File: config.mk
export PLATFORM = sky130hd
export DESIGN_NAME = alu_mul_seq
export DESIGN_NICKNAME = d
export VERILOG_FILES = /design/src/rtl/alu_mul_pkg.sv /design/src/rtl/booth_r4_enc.sv /design/src/rtl/alu_mul_seq.sv
export SDC_FILE = /design/constraint.sdc
export NUM_CORES = 1
export LEC_CHECK = 0
export CAP_MARGIN = 40
export CORE_MARGIN = 5
export CORE_UTILIZATION = 34
export CTS_CLUSTER_SIZE = 16
export DETAILED_ROUTE_END_ITERATION = 16
export GPL_TIMING_DRIVEN = 1
export PLACE_DENSITY = 0.48
export SLEW_MARGIN = 20
export SYNTH_ARGS = -nofsm -noshare
export SYNTH_HDL_FRONTEND = slang
export SYNTH_SLANG_ARGS = --single-unit
export TNS_END_PERCENT = 10
File: constraint.sdc
create_clock -name clk -period 7.3 [get_ports clk]
set_input_delay 1.825 -clock clk [delete_from_list [all_inputs] [get_ports clk]]
set_output_delay 1.825 -clock clk [all_outputs]
set_load 0.01 [all_outputs]
File: src/rtl/alu_mul_pkg.sv
// alu_mul_pkg: shared FSM state, Booth digit type and iteration count for alu_mul_seq
package alu_mul_pkg;
  typedef enum logic [1:0] {IDLE, RUN, DONE} state_t;
  typedef struct packed {
    logic neg;
    logic one;
    logic two;
  } booth_digit_t;
  function automatic int iter_count(input int w);
    return w / 2 + 1;
  endfunction
endpackage

File: src/rtl/booth_r4_enc.sv
// booth_r4_enc: radix-4 Booth recoder, {b[2i+1], b[2i], b[2i-1]} -> digit in {-2..+2}
module booth_r4_enc
  import alu_mul_pkg::*;
(
  input  logic [2:0]   bits,
  output booth_digit_t digit
);
  always_comb begin
    digit.neg = bits[2] & ~(bits[1] & bits[0]);
    digit.one = bits[1] ^ bits[0];
    digit.two = (bits[2] & ~bits[1] & ~bits[0]) | (~bits[2] & bits[1] & bits[0]);
  end
endmodule

File: src/rtl/alu_mul_seq.sv
// alu_mul_seq: iterative radix-4 Booth multiplier, signed/unsigned, fixed WIDTH/2+1 cycle latency.
// Define ALU_MUL_SEQ_OVF_EN to add the ovf output (product does not fit in WIDTH bits).
module alu_mul_seq
  import alu_mul_pkg::*;
#(
  parameter int WIDTH = 32
) (
  input  logic               clk,
  input  logic               clr,
  input  logic               start,
  input  logic               is_signed,
  input  logic [WIDTH-1:0]   A,
  input  logic [WIDTH-1:0]   B,
  output logic               busy,
  output logic               done,
`ifdef ALU_MUL_SEQ_OVF_EN
  output logic               ovf,
`endif
  output logic [2*WIDTH-1:0] P
);
  localparam int ITER = iter_count(WIDTH);
  localparam int AW = 2 * WIDTH + 4;
  localparam int CW = $clog2(ITER + 1);
  state_t state, state_nxt;
  logic [AW-1:0] acc, acc_nxt, mcand, mag;
  logic [WIDTH+2:0] mq;
  logic [CW-1:0] cnt;
  logic sgn, accept, last;
  booth_digit_t dig;
  booth_r4_enc u_enc (.bits(mq[2:0]), .digit(dig));
  always_comb begin
    accept = start && state != RUN;
    last = state == RUN && cnt == CW'(ITER - 1);
    state_nxt = state == RUN ? (last ? DONE : RUN) : (accept ? RUN : IDLE);
    busy = state == RUN;
    done = state == DONE;
    mag = dig.two ? mcand << 1 : dig.one ? mcand : '0;
    acc_nxt = dig.neg ? acc - mag : acc + mag;
  end
  // Multiplicand is extended to the full accumulator width so the
  // running sum wraps exactly; the multiplier gets a Booth guard bit below LSB.
  always_ff @(posedge clk) begin
    if (clr) begin
      state <= IDLE;
      acc <= '0;
      mcand <= '0;
      mq <= '0;
      cnt <= '0;
      sgn <= 1'b0;
      P <= '0;
`ifdef ALU_MUL_SEQ_OVF_EN
      ovf <= 1'b0;
`endif
    end else begin
      state <= state_nxt;
      if (accept) begin
        acc <= '0;
        mcand <= {{(AW-WIDTH){is_signed & A[WIDTH-1]}}, A};
        mq <= {{2{is_signed & B[WIDTH-1]}}, B, 1'b0};
        cnt <= '0;
        sgn <= is_signed;
      end else if (state == RUN) begin
        acc <= acc_nxt;
        mcand <= mcand << 2;
        mq <= mq >> 2;
        cnt <= cnt + 1'b1;
        if (last) begin
          P <= acc_nxt[2*WIDTH-1:0];
`ifdef ALU_MUL_SEQ_OVF_EN
          ovf <= sgn ? acc_nxt[2*WIDTH-1:WIDTH] != {WIDTH{acc_nxt[WIDTH-1]}}
                     : acc_nxt[2*WIDTH-1:WIDTH] != '0;
`endif
        end
      end
    end
  end
endmodule

### The metal 1 layer

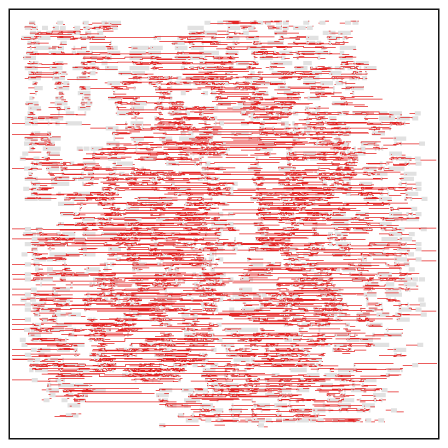
share of all routed wire: 50%
nets with wire on the layer: 2301

### Signal wires on met2

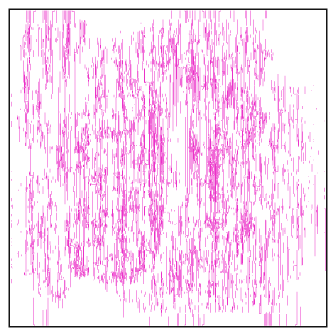
longest straight run: 70.5 um
main direction: vertical
wire length on this layer: 23.2 mm
nets with wire on the layer: 1945

==> layout by cell type, fill, tap and decap left out, types with 16 or more instances in the layout <==
cell,count
a21o_1,39
buf_4,36
and3_1,29
clkdlybuf4s50_1,131
clkbuf_16,30
nand3_1,39
inv_1,55
nor2_1,182
a31oi_1,27
nand2_1,352
ha_1,66
a21oi_1,322
mux2i_1,64
xnor2_1,68
o22ai_1,35
nand4_1,25
xor2_1,54
dfxtp_1,231
or3_1,16
nor3_1,60
a211oi_1,110
o21ai_0,143
==> area by class of cell <==
class	count	area [um2]
clock buffer	37	827.0
inverter	57	215.2
fill	5098	29190
sequential	233	4669
multi-input combinational	1830	10980
timing repair buffer	175	1743
clock inverter	17	239.0
tap	622	778.2
==> worst min-delay path, cell delays in order, from the launching register on <==
cell and delay [ns]:
dfxtp_1 0.31, nand2_1 0.05, a21oi_1 0.05
==> worst paths after layout <==
kind / slack, ns / start / endpoint
setup / recovery: 0.61 / mq[1] / P[61]
hold / removal: 0.45 / P[37] / P[37]
setup reg to reg: 0.61 / mq[1] / P[61]
hold reg to reg: 0.45 / P[37] / P[37]
==> state kept, by name (all words and copies together) (netlist names) <==
register and cells:
cnt 5, acc 64, mq 34, state 2
mcand 64, P 64
==> repair_timing <==
action,CTS,global route
endpoints found under the setup margin,0,2
hold endpoints to repair,0,0
resized,0,1
buffers inserted,0,0
==> metal layers <==
metal  GRT usage [%]  vias to the layer above
li1                -                     8283
met1           30.14                     7873
met2           29.69                      470
met3           2.401                       70
met4           4.625                        0
met5               0                        -
==> stage by stage <==
step	total power [mW]	hold slack (ns)	utilization (%)
floorplan	2.480	0.4315	-
global placement	2.883	0.4438	37.52
detailed placement	2.893	0.4475	37.62
CTS	4.515	0.4556	39.81
global route	4.756	0.4661	39.99
finish	4.483	0.4529	39.99
==> run_results.csv <==
group,metric,value,unit
status,status,"complete, no violations",
sta,worst_pin_slew,0.8266,ns
floorplanning,die_x,231.3,um
logic_synthesis,mux_area_share,3.968,%
logic_synthesis,xor_area_share,6.418,%
hold_path,min_path_type,"reg -> reg",
sta,slew-limit-headroom,44.89,%
route,dr.pass1.iters,8,
logic_synthesis,synth.most_common_cell,"nand2_1",
route,wire_per_inst,18.52,um
route,routed.top_layer,"met4",
placement,placed_area,18300,um2
grt,grt_overflow,0,
layout,antenna_cells,0,
logic_synthesis,ys_sh_simple,21.62,%
logic_synthesis,synth-adder-area-share,5.155,%
logic_synthesis,common_cells,"nand2_1 (352), a21oi_1 (322), dfxtp_1 (233), nor2_1 (184), o21ai_0 (143)",
cts,cts_root_buffer,"clkbuf_16",
worst_setup_path,path_delay_family,"simple AND/OR/NAND/NOR gates",
grt,grt_pass1_vias,15360,
worst_setup_path,cp_num_buf_inv,2,
placement,place_congestion,0.9376,
power_and_ir_drop,p_clk_share,35.5,%
worst_setup_path,worstSetupEndpointType,"register",
sta,min_period_over_period,91.60,%
logic_synthesis,edf_count,0,
logic_synthesis,synth_top_flop_cell,"dfxtp_1",
route,drc,0,
worst_setup_path,critPathMostFrequentCell,"nand4_1",
placement,place_inst,2914,
route,routed_via_density,5.620,
Power figures rest on the tool's default switching activity, not on a simulated workload.
